Fig. 1: M1 wires
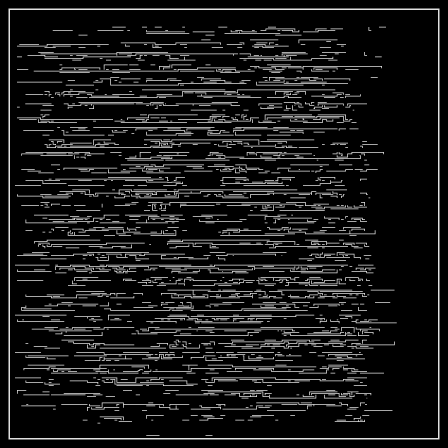
Fig. 2: M2 wires
Bar = 20 um.
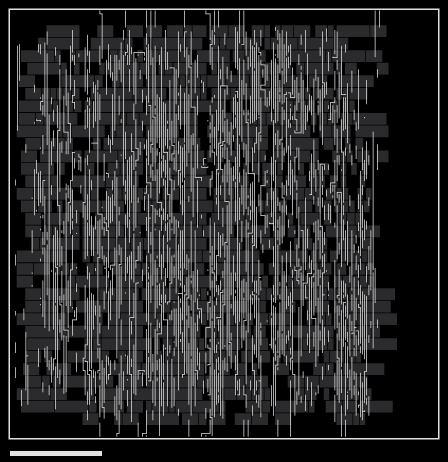
Fig. 3: the metal 3 layer
Bar = 20 um.
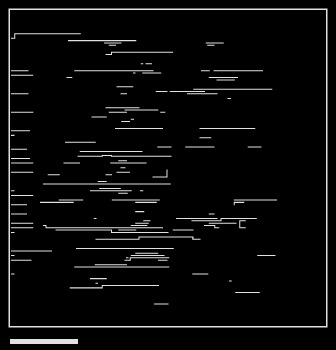
Fig. 4: metal 4
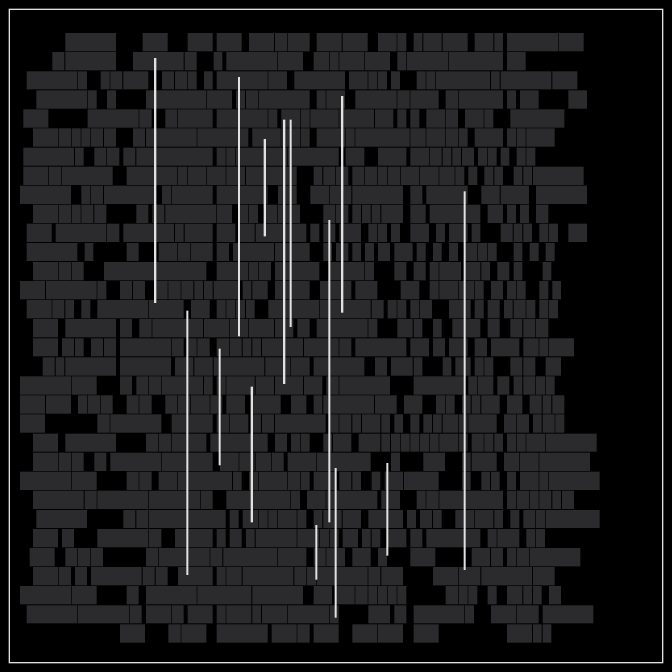
File: src/rtl/imem_loader_pkg.sv
// Shared types and constants for the boot-time instruction-memory loader.
package imem_loader_pkg;

  localparam int WORD_W = 16;
  localparam int BYTE_W = 8;

  typedef enum logic [2:0] {
    ST_IDLE    = 3'd0,
    ST_CNT_HI  = 3'd1,
    ST_CNT_LO  = 3'd2,
    ST_DATA_HI = 3'd3,
    ST_DATA_LO = 3'd4,
    ST_CHECK   = 3'd5,
    ST_DONE    = 3'd6,
    ST_ERROR   = 3'd7
  } state_e;

  typedef enum logic [1:0] {
    ERR_NONE     = 2'd0,
    ERR_CHECKSUM = 2'd1,
    ERR_OVERSIZE = 2'd2
  } load_err_e;

endpackage

File: src/rtl/word_assembler.sv
// Pairs big-endian stream bytes into instruction words and keeps the payload XOR.
module word_assembler
  import imem_loader_pkg::*;
(
  input  logic              clk,
  input  logic              clear,
  input  logic              byte_en,
  input  logic              byte_is_hi,
  input  logic [BYTE_W-1:0] byte_in,
  output logic [WORD_W-1:0] word,
  output logic [BYTE_W-1:0] xor_sum
);

  logic [BYTE_W-1:0] hi_q, hi_d;
  logic [BYTE_W-1:0] xor_q, xor_d;

  // NOTE: every comb output gets a default first so no path leaves it unassigned (no latch).
  always_comb begin
    hi_d  = hi_q;
    xor_d = xor_q;
    if (clear) begin
      hi_d  = '0;
      xor_d = '0;
    end else if (byte_en) begin
      xor_d = xor_q ^ byte_in;
      if (byte_is_hi) hi_d = byte_in;
    end
  end

  // NOTE: sequential state uses non-blocking assignments so all flops update together.
  always_ff @(posedge clk) begin
    hi_q  <= hi_d;
    xor_q <= xor_d;
  end

  // The low byte is taken straight from the stream in the cycle it is accepted.
  assign word    = {hi_q, byte_in};
  assign xor_sum = xor_q;

endmodule

File: src/rtl/imem_loader.sv
// Boot loader FSM: parses count/payload/checksum and drives the imem write port.
module imem_loader
  import imem_loader_pkg::*;
#(
  parameter int DEPTH     = 256,
  parameter int ADDR_W    = 16,
  parameter int BASE_ADDR = 0
) (
  input  logic              clk,
  input  logic              rst,
  input  logic              start,
  input  logic              in_valid,
  input  logic [BYTE_W-1:0] in_data,
  output logic              in_ready,
  output logic              mem_we,
  output logic [ADDR_W-1:0] mem_addr,
  output logic [WORD_W-1:0] mem_wdata,
  output logic              cpu_hold,
  output logic              done,
  output logic              error
);

  state_e state_q, state_d;

  logic [WORD_W-1:0] count_q, count_d;
  logic [WORD_W-1:0] idx_q, idx_d;
  logic              in_ready_q, in_ready_d;
  logic              mem_we_q, mem_we_d;
  logic [ADDR_W-1:0] mem_addr_q, mem_addr_d;
  logic [WORD_W-1:0] mem_wdata_q, mem_wdata_d;
  logic              cpu_hold_q, cpu_hold_d;
  logic              done_q, done_d;
  logic              error_q, error_d;

  logic              accept;
  logic              load_start;
  logic              payload_byte;
  logic              last_word;
  logic [WORD_W-1:0] n_words;
  logic [31:0]       addr_full;
  logic [WORD_W-1:0] asm_word;
  logic [BYTE_W-1:0] asm_xor;

  assign accept       = in_valid && in_ready_q;
  assign load_start   = start && (state_q inside {ST_IDLE, ST_DONE, ST_ERROR});
  assign payload_byte = accept && (state_q inside {ST_DATA_HI, ST_DATA_LO});
  assign n_words      = {count_q[15:8], in_data};
  assign last_word    = (idx_q == count_q - 16'd1);
  assign addr_full    = 32'(BASE_ADDR) + 32'(idx_q);

  word_assembler u_asm (
    .clk        (clk),
    .clear      (rst || load_start),
    .byte_en    (payload_byte),
    .byte_is_hi (state_q == ST_DATA_HI),
    .byte_in    (in_data),
    .word       (asm_word),
    .xor_sum    (asm_xor)
  );

  always_ff @(posedge clk) begin
    if (rst) state_q <= ST_IDLE;
    else     state_q <= state_d;
  end

  always_comb begin
    state_d = state_q;
    unique case (state_q)
      ST_IDLE, ST_DONE, ST_ERROR: if (start) state_d = ST_CNT_HI;
      ST_CNT_HI:  if (accept) state_d = ST_CNT_LO;
      ST_CNT_LO: begin
        if (accept) begin
          if (int'(n_words) > DEPTH) state_d = ST_ERROR;
          else if (n_words == '0)    state_d = ST_CHECK;
          else                       state_d = ST_DATA_HI;
        end
      end
      ST_DATA_HI: if (accept) state_d = ST_DATA_LO;
      ST_DATA_LO: if (accept) state_d = last_word ? ST_CHECK : ST_DATA_HI;
      ST_CHECK:   if (accept) state_d = (in_data == asm_xor) ? ST_DONE : ST_ERROR;
      default:    state_d = ST_IDLE;
    endcase
  end

  always_comb begin
    count_d     = count_q;
    idx_d       = idx_q;
    mem_we_d    = 1'b0;
    mem_addr_d  = mem_addr_q;
    mem_wdata_d = mem_wdata_q;
    if (load_start) begin
      count_d = '0;
      idx_d   = '0;
    end else if (accept) begin
      unique case (state_q)
        ST_CNT_HI: count_d = {in_data, count_q[7:0]};
        ST_CNT_LO: count_d = n_words;
        ST_DATA_LO: begin
          mem_we_d    = 1'b1;
          mem_addr_d  = addr_full[ADDR_W-1:0];
          mem_wdata_d = asm_word;
          idx_d       = idx_q + 16'd1;
        end
        default: ;
      endcase
    end
  end

  // Outputs decode the next state so they are registered yet align with the state flop.
  always_comb begin
    in_ready_d = state_d inside {ST_CNT_HI, ST_CNT_LO, ST_DATA_HI, ST_DATA_LO, ST_CHECK};
    cpu_hold_d = (state_d != ST_DONE);
    done_d     = (state_d == ST_DONE);
    error_d    = (state_d == ST_ERROR);
  end

  always_ff @(posedge clk) begin
    if (rst) begin
      count_q     <= '0;
      idx_q       <= '0;
      in_ready_q  <= 1'b0;
      mem_we_q    <= 1'b0;
      mem_addr_q  <= '0;
      mem_wdata_q <= '0;
      cpu_hold_q  <= 1'b1;
      done_q      <= 1'b0;
      error_q     <= 1'b0;
    end else begin
      count_q     <= count_d;
      idx_q       <= idx_d;
      in_ready_q  <= in_ready_d;
      mem_we_q    <= mem_we_d;
      mem_addr_q  <= mem_addr_d;
      mem_wdata_q <= mem_wdata_d;
      cpu_hold_q  <= cpu_hold_d;
      done_q      <= done_d;
      error_q     <= error_d;
    end
  end

  assign in_ready  = in_ready_q;
  assign mem_we    = mem_we_q;
  assign mem_addr  = mem_addr_q;
  assign mem_wdata = mem_wdata_q;
  assign cpu_hold  = cpu_hold_q;
  assign done      = done_q;
  assign error     = error_q;

endmodule

File: config.mk
export PLATFORM = sky130hd
export DESIGN_NAME = imem_loader
export DESIGN_NICKNAME = d
export VERILOG_FILES = /design/src/rtl/imem_loader_pkg.sv /design/src/rtl/word_assembler.sv /design/src/rtl/imem_loader.sv
export SDC_FILE = /design/constraint.sdc
export NUM_CORES = 1
export LEC_CHECK = 0
export ABC_AREA = 1
export CAP_MARGIN = 20
export CORE_UTILIZATION = 50
export DETAILED_ROUTE_END_ITERATION = 10
export PLACE_DENSITY_LB_ADDON = 0.25
export SYNTH_ARGS = -nofsm -noshare
export SYNTH_HDL_FRONTEND = slang
export SYNTH_SLANG_ARGS = --single-unit
File: constraint.sdc
create_clock -name clk -period 1.95 [get_ports clk]
set_clock_uncertainty 0.05 [all_clocks]
set_input_delay 0.39 -clock clk [delete_from_list [all_inputs] [get_ports clk]]
set_output_delay 0.39 -clock clk [all_outputs]
set_load 0.01 [all_outputs]
==> qor.log <==
[final_layout] share of cell area taken by multi-input logic gates 0.395
[final_layout] biggest area consumer among cell classes combinational gates
[yosys] most popular library cell in the synthesized design by count nand2_1
[grt] antenna violations before repair 0
[floorplanning] FP Rows 32
[yosys] warnings from Yosys 0
[drt] wire length per cell after detailed routing 15.8 um
[power] IR drop worst, VDD 0.581 mV
[final_layout] sequential cell area 1770 sq um
[worst_hold_path] Hold Path Depth 2
[critical_path] data required time at the worst endpoint 2.21 ns
[clocking] # H-tree levels 3
[grt] grt ovf 0
[power] Logic pwr share 0.362
[clocking] clock slew at reported path FFs 0.09 ns
[yosys] fraction of synthesized cell area taken by the top area cell type 0.426
[final_layout] seq_cells 88
[power] Cell Pwr Density 936 nW/um^2
[power] switching power total 1890 uW
[worst_hold_path] worst min-delay path category reg -> reg
[final_layout] count of inverters other than clock inverters in the layout 78
[yosys] top cells, area dfxtp_1 (43%), nand2_1 (9.2%), o21ai_0 (8.5%)
[power] dominant power group registers
[timing] headroom to the max-slew limit 0.468
[final_layout] number of multi-input combinational cells in the layout 398
[final_layout] count of filler cells inserted in the layout 576
[grt] GRT busiest layer met2
[yosys] post-synthesis async set-or-reset flop share 0
[final_layout] area of combinational cells with multiple inputs 2270 sq um
[grt] global routing usage on met2 0.457
[worst_hold_path] worst hold endpoint u_asm.xor_sum[3]
[final_layout] Non-clock buffer share 0.185
[drt] Avg Vias per Cell 5.47
[final_layout] number of ordinary and repair buffers in the finished layout 119
[placement] number of port buffers 48
[final_layout] most common logic cells in the final layout nand2_1 (92), dfxtp_1 (79), o21ai_0 (66), buf_4 (62), a21oi_1 (60)
[final_layout] Final #Nets 708
[yosys] Post-Syn Instances 581
[drt] highest metal layer with signal wires met4
[critical_path] sort of element at the start of the critical path register
[power] switching power share of the total 0.351
[floorplanning] core utilization before placement 0.528
[critical_path] category of the critical setup timing path reg -> reg
[timing] worst slew pin tran 0.798 ns
[floorplanning] number of tap cells inserted 102
[drt] Detailed Route Iter0 Violations 315
[clocking] Post-CTS Resized 28
[clocking] # clock sinks 88
[power] power attributed to the clock group 1410 uW
[drt] Antenna Nets Post-Route 0
[floorplanning] Die Span Y 93.0 um
[yosys] share of synthesized area occupied by flip-flops and latches 0.426
[grt] global-route met1 utilization 0.364
[timing] maximum achievable frequency 457 MHz
[critical_path] cells traversed along the worst timing path inv_2 > ha_4 > inv_2 > nand2_2 > nand2_2 > nor2_4 > nand3_2 > nor2_2 > nand3_1 > nor2_1 > nand3_1 > nand2_1 > nand2_1 > nand2_2 > nand2_1 > nand3_1 > nand2_1 > nor2_1
[critical_path] longest individual stage delay on the worst path 0.35 ns
[yosys] register bit count reported by yosys 88
[clocking] clk_lat worst skew 0.37 ns
[yosys] AND/OR/NAND/NOR Cells, Area Fraction 0.260
[critical_path] capture point of the worst reg-to-reg path in_ready
[yosys] post-synthesis share of cell area spent on and-or and or-and gates 0.181
[yosys] Synth Area in XOR/XNOR 0.0402
[yosys] area of the synthesized netlist per yosys stat 4140 sq um
[yosys] predominant post-synthesis flop cell dfxtp_1
[power] combinational group power 1950 uW
[critical_path] flop2flop setup slack -0.24 ns
[yosys] netlist area before placement 4140 sq um
[power] leakage power 0.00262 uW
[drt] total met2 wirelength after detailed routing 6.04 mm
[critical_path] data arrival time of the critical path 2.45 ns
[grt] wire length of the first global-routing pass 18.6 mm
[yosys] mux cell area share after synthesis 0
[timing] Sum Neg Setup Slack -1.22 ns
[floorplanning] Die Footprint 8650 sq um
[final_layout] most common logic cell in the routed design nand2_1
[flow_run] tool warning count 28
[final_layout] Antenna Diode Count 0
[critical_path] critical-path cell with the highest stage delay dfxtp_2
[yosys] Avg Synthesized Cell Area 7.13 sq um
[final_layout] sequential share of cell area 0.308
[status] violations in the final reports setup timing
[timing] count of pins over their slew limit 0
[floorplanning] Core Region 7850 sq um
[placement] placed cell area 5070 sq um
[drt] DR DRC count 0
[timing] setup repair after global routing missed its margin yes
[grt] largest net degree at the start of global routing 34
[drt] TritonRoute pass-1 iters 5
[yosys] top post-synthesis cells by count nand2_1 (101), dfxtp_1 (88), o21ai_0 (70)
[worst_hold_path] Min-Delay Startpoint u_asm.xor_sum[3]
[critical_path] Levels on crit path 18
[timing] Period minus WS final 2.19 ns
[yosys] post-synthesis adder-cell area fraction 0.00604
[power] portion of total power attributed to the clock network 0.262
[final_layout] Post-Layout Cell Count 800
[grt] vias in the first global route 3871
[timing] worst hold slack 0.430 ns
[critical_path] worst r2r src count_q[0]
[critical_path] launching element of the worst setup path count_q[0]
[clocking] post-CTS setup repair buffer count 13
[drt] metal3 WL 893 um
[timing] total setup violations reported at the end of the flow 9
[final_layout] clock network share of area 0.0376
[flow_run] # Max-Cap Violations 0
[critical_path] Buf/Inv on CP 2
[placement] pre-CTS WS -0.462 ns
[status] status finished, violations left
[drt] metal1 wirelength 5.32 mm
[yosys] yosys cell count 581
[clocking] maximum clock path buffer count 2
[clocking] hold_buf cts 0
[timing] worst setup margin -0.237 ns
[power] Seq power 2030 uW
[clocking] CTS tree built
[floorplanning] die width 93.0 um
[timing] Final Cycle Share 1.12
[power] total design power 5380 uW
[final_layout] Layout Cell Area excl Fill 5750 sq um
[grt] Overall Global Routing Usage 0.277
[critical_path] end of the critical path in_ready
[yosys] number of enable-type register cells in the synthesized netlist 0
[yosys] Dominant combinational family simple AND/OR/NAND/NOR gates
[power] Sequential Power Share 0.376
[placement] Inst Count DP 761
[yosys] net count entering floorplan 595
Notes on Fig. 1 above:
nets with wire on the layer: 669
longest straight run: 31.3 um
share of all routed wire: 42%
wire length on this layer: 5320 um
main direction: horizontal
detailed-route via count: 4374
Detailed Route WL: 12.6 mm

Notes on Fig. 2 above:
share of all routed wire: 48%
longest straight run: 59.1 um
main direction: vertical
wire length on this layer: 6040 um
nets with wire on the layer: 608

Notes on Fig. 3 above:
wire length on this layer: 894 um
nets with wire on the layer: 83
share of all routed wire: 7.1%
longest straight run: 37.3 um
main direction: horizontal

Notes on Fig. 4 above:
nets with wire on the layer: 12
share of all routed wire: 3.1%
wire length on this layer: 393 um
longest straight run: 53.7 um
main direction: vertical

Power and IR drop assume default switching activity.
